<file path="src/rtl/seg_pkg.sv">
// Shared constants and enums for the seven-segment bus reader.
// Patterns are active-low: bit7=a .. bit1=g, bit0=dp.
package seg_pkg;

  localparam logic [7:0] SEG_0     = 8'h03;
  localparam logic [7:0] SEG_1     = 8'h9F;
  localparam logic [7:0] SEG_2     = 8'h25;
  localparam logic [7:0] SEG_3     = 8'h0D;
  localparam logic [7:0] SEG_4     = 8'h99;
  localparam logic [7:0] SEG_5     = 8'h49;
  localparam logic [7:0] SEG_6     = 8'h41;
  localparam logic [7:0] SEG_7     = 8'h1F;
  localparam logic [7:0] SEG_8     = 8'h01;
  localparam logic [7:0] SEG_9     = 8'h19;
  localparam logic [7:0] SEG_MINUS = 8'hFD;
  localparam logic [7:0] SEG_F     = 8'h71;
  localparam logic [7:0] SEG_BLANK = 8'hFF;

  typedef enum logic [2:0] {DIGIT, MINUS, FLAG, BLANK, INVALID} seg_cls_t;

  typedef enum logic [1:0] {IDLE, CAPTURE, SCAN, DONE} seg_state_t;

endpackage

</file>
<file path="src/rtl/seg_digit_decode.sv">
// Combinational classifier for one active-low seven-segment pattern.
// With IGNORE_DP set the dp bit is forced off, so a lit dp never disturbs the class.
module seg_digit_decode
  import seg_pkg::*;
#(
  parameter int IGNORE_DP = 1
) (
  input  logic [7:0] i_pat,
  output logic [2:0] o_cls,
  output logic [3:0] o_digit
);

  logic [7:0] w_pat;

  assign w_pat = (IGNORE_DP != 0) ? {i_pat[7:1], 1'b1} : i_pat;

  always_comb begin
    o_cls   = INVALID;
    o_digit = 4'd0;
    case (w_pat)
      SEG_0:     begin o_cls = DIGIT; o_digit = 4'd0; end
      SEG_1:     begin o_cls = DIGIT; o_digit = 4'd1; end
      SEG_2:     begin o_cls = DIGIT; o_digit = 4'd2; end
      SEG_3:     begin o_cls = DIGIT; o_digit = 4'd3; end
      SEG_4:     begin o_cls = DIGIT; o_digit = 4'd4; end
      SEG_5:     begin o_cls = DIGIT; o_digit = 4'd5; end
      SEG_6:     begin o_cls = DIGIT; o_digit = 4'd6; end
      SEG_7:     begin o_cls = DIGIT; o_digit = 4'd7; end
      SEG_8:     begin o_cls = DIGIT; o_digit = 4'd8; end
      SEG_9:     begin o_cls = DIGIT; o_digit = 4'd9; end
      SEG_MINUS: o_cls = MINUS;
      SEG_F:     o_cls = FLAG;
      SEG_BLANK: o_cls = BLANK;
      default:   o_cls = INVALID;
    endcase
  end

endmodule

</file>
<file path="src/rtl/seg_reader.sv">
// Snapshots the eight-digit display bus, scans one digit per cycle and
// returns the signed 4-bit value, F flag and error flag over valid/ready.
module seg_reader
  import seg_pkg::*;
#(
  parameter int IGNORE_DP = 1
) (
  input  logic       clk,
  input  logic       rst,
  input  logic [7:0] i_seg0,
  input  logic [7:0] i_seg1,
  input  logic [7:0] i_seg2,
  input  logic [7:0] i_seg3,
  input  logic [7:0] i_seg4,
  input  logic [7:0] i_seg5,
  input  logic [7:0] i_seg6,
  input  logic [7:0] i_seg7,
  input  logic       start,
  output logic       busy,
  output logic       o_valid,
  input  logic       i_ready,
  output logic [3:0] o_value,
  output logic       o_flow,
  output logic       o_err
);

  seg_state_t r_state;
  seg_state_t w_state_nxt;

  logic [7:0] r_snap [8];
  logic [2:0] r_idx;
  logic       r_err_acc;
  logic       r_neg;
  logic [3:0] r_mag;
  logic       r_dig_ok;
  logic [3:0] r_value;
  logic       r_flow;
  logic       r_err;

  logic [2:0] w_cls_raw;
  seg_cls_t   w_cls;
  logic [3:0] w_digit;
  logic       w_pos_bad;
  logic       w_err_nxt;
  logic [4:0] w_res;

  // Range check on the accumulated sign/magnitude: returns {range_err, value}.
  function automatic logic [4:0] resolve(input logic neg, input logic [3:0] mag,
                                         input logic dig_ok);
    logic in_range;
    in_range = neg ? (mag >= 4'd1 && mag <= 4'd8) : (mag <= 4'd7);
    if (!dig_ok)   return 5'b0;
    if (!in_range) return {1'b1, 4'd0};
    return {1'b0, neg ? 4'(4'd0 - mag) : mag};
  endfunction

  seg_digit_decode #(.IGNORE_DP(IGNORE_DP)) u_dec (
    .i_pat   (r_snap[r_idx]),
    .o_cls   (w_cls_raw),
    .o_digit (w_digit)
  );

  assign w_cls = seg_cls_t'(w_cls_raw);

  always_comb begin
    w_pos_bad = 1'b0;
    case (r_idx)
      3'd0:    w_pos_bad = (w_cls != DIGIT);
      3'd1:    w_pos_bad = !(w_cls == BLANK || w_cls == MINUS);
      3'd7:    w_pos_bad = !(w_cls == BLANK || w_cls == FLAG);
      default: w_pos_bad = (w_cls != BLANK);
    endcase
  end

  assign w_err_nxt = r_err_acc | w_pos_bad;
  assign w_res     = resolve(r_neg, r_mag, r_dig_ok);

  always_ff @(posedge clk or posedge rst) begin
    if (rst) r_state <= IDLE;
    else     r_state <= w_state_nxt;
  end

  always_comb begin
    w_state_nxt = r_state;
    case (r_state)
      IDLE:    if (start) w_state_nxt = CAPTURE;
      CAPTURE: w_state_nxt = SCAN;
      SCAN:    if (r_idx == 3'd7) w_state_nxt = DONE;
      DONE:    if (i_ready) w_state_nxt = IDLE;
      default: w_state_nxt = IDLE;
    endcase
  end

  always_ff @(posedge clk or posedge rst) begin
    if (rst) begin
      for (int k = 0; k < 8; k++) r_snap[k] <= SEG_BLANK;
      r_idx     <= 3'd0;
      r_err_acc <= 1'b0;
      r_neg     <= 1'b0;
      r_mag     <= 4'd0;
      r_dig_ok  <= 1'b0;
      r_value   <= 4'd0;
      r_flow    <= 1'b0;
      r_err     <= 1'b0;
    end else begin
      case (r_state)
        CAPTURE: begin
          r_snap[0] <= i_seg0;
          r_snap[1] <= i_seg1;
          r_snap[2] <= i_seg2;
          r_snap[3] <= i_seg3;
          r_snap[4] <= i_seg4;
          r_snap[5] <= i_seg5;
          r_snap[6] <= i_seg6;
          r_snap[7] <= i_seg7;
          r_idx     <= 3'd0;
          r_err_acc <= 1'b0;
          r_neg     <= 1'b0;
          r_mag     <= 4'd0;
          r_dig_ok  <= 1'b0;
        end
        SCAN: begin
          r_idx     <= r_idx + 3'd1;
          r_err_acc <= w_err_nxt;
          if (r_idx == 3'd0) begin
            r_mag    <= w_digit;
            r_dig_ok <= (w_cls == DIGIT);
          end
          if (r_idx == 3'd1) r_neg <= (w_cls == MINUS);
          // Last digit: publish results on the edge that raises o_valid.
          if (r_idx == 3'd7) begin
            r_value <= w_res[3:0];
            r_flow  <= (w_cls == FLAG);
            r_err   <= w_err_nxt | w_res[4];
          end
        end
        default: ;
      endcase
    end
  end

  assign busy    = (r_state == CAPTURE) || (r_state == SCAN);
  assign o_valid = (r_state == DONE);
  assign o_value = r_value;
  assign o_flow  = r_flow;
  assign o_err   = r_err;

endmodule
</file>
<file path="config.mk">
export PLATFORM = sky130hd
export DESIGN_NAME = seg_reader
export DESIGN_NICKNAME = d
export VERILOG_FILES = /design/src/rtl/seg_pkg.sv /design/src/rtl/seg_digit_decode.sv /design/src/rtl/seg_reader.sv
export SDC_FILE = /design/constraint.sdc
export NUM_CORES = 1
export LEC_CHECK = 0
export CAP_MARGIN = 15
export CORE_AREA = 2 2 90 92
export DETAILED_ROUTE_END_ITERATION = 10
export DIE_AREA = 0 0 92 94
export GPL_TIMING_DRIVEN = 0
export HOLD_SLACK_MARGIN = 0.15
export PLACE_DENSITY = 0.79
export RECOVER_POWER = 100
export SLEW_MARGIN = 10
export SYNTH_ARGS = -nofsm -noshare
export SYNTH_HDL_FRONTEND = slang
export SYNTH_SLANG_ARGS = --single-unit
</file>
<file path="constraint.sdc">
create_clock -name clk -period 2.9 [get_ports clk]
set_input_delay 0.87 -clock clk [delete_from_list [all_inputs] [get_ports clk]]
set_output_delay 0.87 -clock clk [all_outputs]
set_load 0.05 [all_outputs]
</file>
**Cell outlines without signal wires**

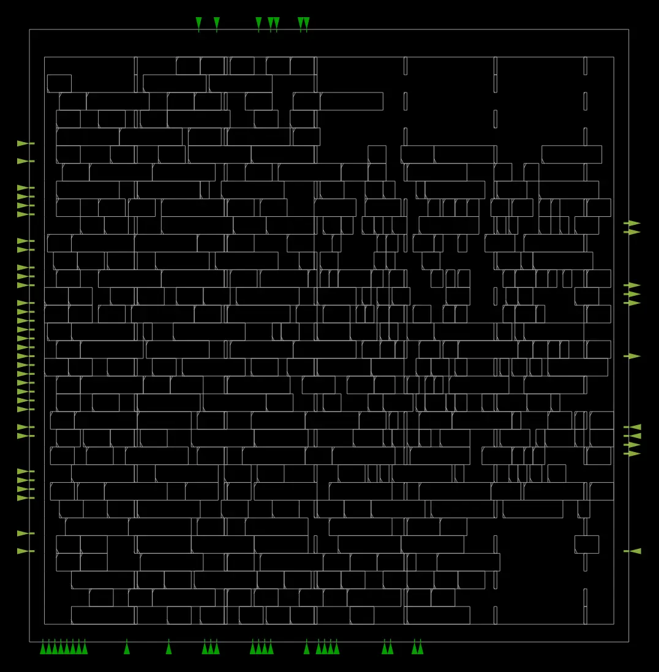
final non-filler cell total: 482
fin util: 66.0%
row cnt: 32
Core Area: 0.00761 sq mm

**Sequential cells grouped by signal name**

Bar = 20 um. Other sequential cells in the stronger grey, the rest of the logic in the fainter grey.
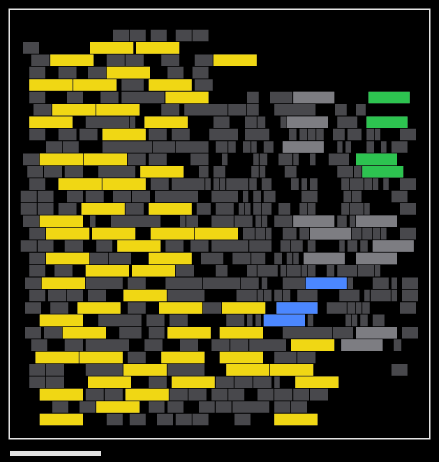
legend:
  yellow:
    name_in_the_netlist: `r_snap`
    placed_flops: 56
  blue:
    name_in_the_netlist: `r_idx`
    placed_flops: 3
  green:
    name_in_the_netlist: `o_value`
    placed_flops: 4
not coloured: 11
Seq. cell area: 0.00192 sq mm
sequential power: 0.00202 W
sequential cell area share: 38.3%

==> results.yml <==
# flow metrics
critical_path:
  r2r_cells: 9
  required_ns: 3.12
  end_kind: "flip-flop"
  rrSetupSlack_ns: 0.12
  cp.arrival_ns: 3.01
  crit_fanout: 10
  path_class: "reg -> reg"
  path_cells: "buf_6 -> buf_12 -> mux4_2 -> mux2i_4 -> nand3_4 -> or3b_4 -> nor2_2 -> a2111o_1 -> a31oi_1"
  cp_top_family: "multiplexers"
  slowest_stage: "mux4_2"
  cpPeakStageDelay_ns: 0.56
  critPathBufInv: 2
  r2r-start: "r_idx[0]$_DFFE_PP0P_"
  critPathLaunchType: "flip-flop"
  reg2reg_to: "r_err_acc$_DFFE_PP0P_"
  cp_num_cells: 9
final_layout:
  signal_buffers: 86
  num_antenna_cells: 0
  largest_cell_class: "sequential cells"
  most-common-layout-cells: "mux2_2, clkdlybuf4s50_1, dfstp_2"
  num-multi-input-gates: 191
  clkCellAreaFrac_pct: 5.19
  buf_share_pct: 16.1
  n_fill_cell: 571
  flops: 74
  layout-drive-gt1-share_pct: 43.2
  comb_area_sq_mm: 0.00185
  fin_area_sq_mm: 0.00502
  nets: 453
  nClkBuffers: 11
  nNonClkInverters: 13
  syn_to_final_growth_pct: 28.0
placed_design:
  place_area_sq_mm: 0.00475
  gp_congestion: 0.838
  port_buffers: 67
  place_inst: 462
  hpwl_mm: 5.86
  place_ws_ns: 0.0982
drt:
  wl_met1_mm: 3.54
  wl_met2_mm: 4.11
  via_per_inst: 5.46
  drt_iter0_drc: 126
  remaining_drc_errors: 0
  routed.top_layer: "met4"
  route.met3.wl_um: 420
  ant_nets: 0
  drt_first_pass_iters: 4
global_route:
  grt_max_degree: 68
  grt_use_met2_pct: 33.9
  use_met1_pct: 26.7
  gr-usage-met3_pct: 4.82
  grt_pass1_vias: 2716
  overflow: 0
  grt_pass1_wl_mm: 13.6
  grt-busiest-layer: "met2"
  antenna_found_initial: 0
final_timing:
  worst_pin_slew_ns: 0.872
  finalClockPeriodUsage_pct: 96.0
  timing_hold_violations_final: 0
  relSlewSlack_pct: 41.9
  worst_hold_slack_ns: 0.476
  fmax_ghz: 0.359
  worst_slack_ns: 0.116
  period_minus_slack_ns: 2.78
  drv_slew: 0
  setup_tns_ns: 0
  setup_viol: 0
  rsz0062_at_grt: "false"
  finClkSkew_ns: 0.0110
outcome:
  outcome: "finished, final reports clean"
min_path:
  hold_path_depth: 2
  hold_class: "reg -> reg"
  min_to: "o_value[2]$_DFFE_PP0P_"
  min_from: "o_value[2]$_DFFE_PP0P_"
floorplan:
  dieArea_sq_mm: 0.00865
  die_w_um: 92
  die_h_um: 94
  io_pins: 76
  fp-utilization_pct: 51.5
  nWellTaps: 102
pwr:
  power_leader: "combinational logic"
  combPwrFrac_pct: 47.2
  p_switching_w: 0.00201
  p_per_area_mw_per_mm2: 1150
  leakagePower_nw: 1.96
  peakVddDrop_v: 0.000604
  sw_frac_of_total_pct: 34.7
  power.total_w: 0.00579
  p_int_w: 0.00378
  pwr-share-seq_pct: 35.0
  pg_clk_w: 0.00103
  clkPwrFrac_pct: 17.8
  comb_cell_power_w: 0.00273
flow_run:
  maxCapViolCount: 0
  warning_count: 40
clocking:
  cts_tree: "done"
  clock-sinks: 74
  cts_htree_levels: 3
  cts_root_buf: "clkbuf_8"
  cts_hold_buf: 0
  clk_path_buf_depth: 2
  clk_latency_ns: 0.35
  clk_pin_slew_ns: 0.08
  cts_made_buffers: 9
synth:
  yosys_area_sq_mm: 0.00392
  logic_family: "multiplexers"
  ys_warn_count: 0
  synthCells: 292
  ys_ff: 74
  edf_count: 0
  synth_area_per_cell_sq_um: 13.4
  ys_seq_share_pct: 49.0
  aoi_share_pct: 7.02
  fa_ha_area_share_pct: 3.19
  fp_nets: 370
  syn_area_sq_mm: 0.00392
  synth_xor_xnor_area_share_pct: 0.670
  mux_share_pct: 29.0
  ys_cells: 292
  async_flop_share_pct: 100
  synth_cell_types: 48
  ys.flop_type: "dfstp_2"
  simple_gate_share_pct: 7.18
**Routed metal, one colour a layer**

Bar = 20 um.
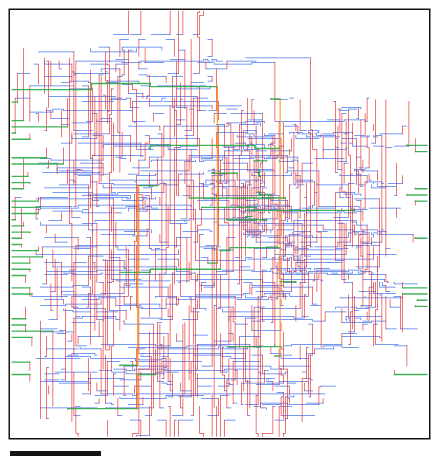
legend:
  green:
    layer: M3
    wire_length: 420 um
  red:
    layer: M2
    wire_length: 4110 um
  orange:
    layer: M4
    wire_length: 142 um
  blue:
    layer: M1
    wire_length: 3540 um
gr usage total: 20.6%
detailed-route via count: 2630
overall routed net length: 8.21 mm
routed length per placed instance: 17.0 um

**Logic cells by family**

Bar = 20 um.
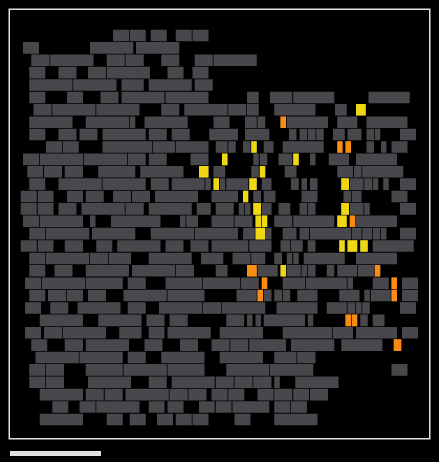
legend:
  yellow:
    family: nor cells
    cells: 20
  orange:
    family: inv cells
    cells: 13
most common logic cell in the routed design: mux2_2
logic share of the area: 36.8%

==> flip-flops by register name (all words and copies together), names as in the netlist <==
name / flops
o_flow: 1
r_dig_ok: 1
r_neg: 1
r_idx: 3
r_err_acc: 1
o_value: 4
r_mag: 4
o_err: 1
r_state: 2
r_snap: 56
==> cells in the mapped netlist (2+ instances only) <==
cell	instances	share of area [%]
nor3_1	5	0.64
dfstp_2	56	38
dfrtp_1	18	11
mux2i_1	3	0.77
nor2_1	10	0.96
nor2b_1	3	0.48
a31oi_1	4	0.64
mux4_1	6	4.0
clkbuf_1	4	0.38
o31ai_1	4	0.77
buf_6	3	0.86
nand3_1	10	1.3
o21ai_0	13	1.7
mux4_2	8	4.6
xnor2_1	2	0.45
nand2b_1	2	0.32
mux2i_2	2	0.70
mux2i_4	2	1.1
buf_1	4	0.38
mux2_2	62	18
o21ai_1	4	0.51
ha_1	10	3.2
a21oi_1	3	0.38
or3_2	2	0.38
inv_1	12	1.1
nand2_1	18	1.7
==> worst max path at each step <==
stage / slack [ns] / startpoint / endpoint
floorplan: 0.24 / rst / o_err$_DFFE_PP0P_
global placement: -0.94 / rst / r_idx[0]$_DFFE_PP0P_
detailed placement: 0.1 / r_idx[0]$_DFFE_PP0P_ / r_err_acc$_DFFE_PP0P_
CTS: 0.07 / r_idx[0]$_DFFE_PP0P_ / r_err_acc$_DFFE_PP0P_
global route: 0.0005 / r_idx[0]$_DFFE_PP0P_ / r_err_acc$_DFFE_PP0P_
finish: 0.12 / r_idx[0]$_DFFE_PP0P_ / r_err_acc$_DFFE_PP0P_
==> repair_timing <==
| item | in CTS | in global routing |
|---|---|---|
| hold endpoints to repair | 0 | 0 |
| resized | 0 | 0 |
| setup buffers | 0 | 4 |
| setup endpoints to repair | 0 | 3 |
Power is estimated from default activity; no workload was simulated.
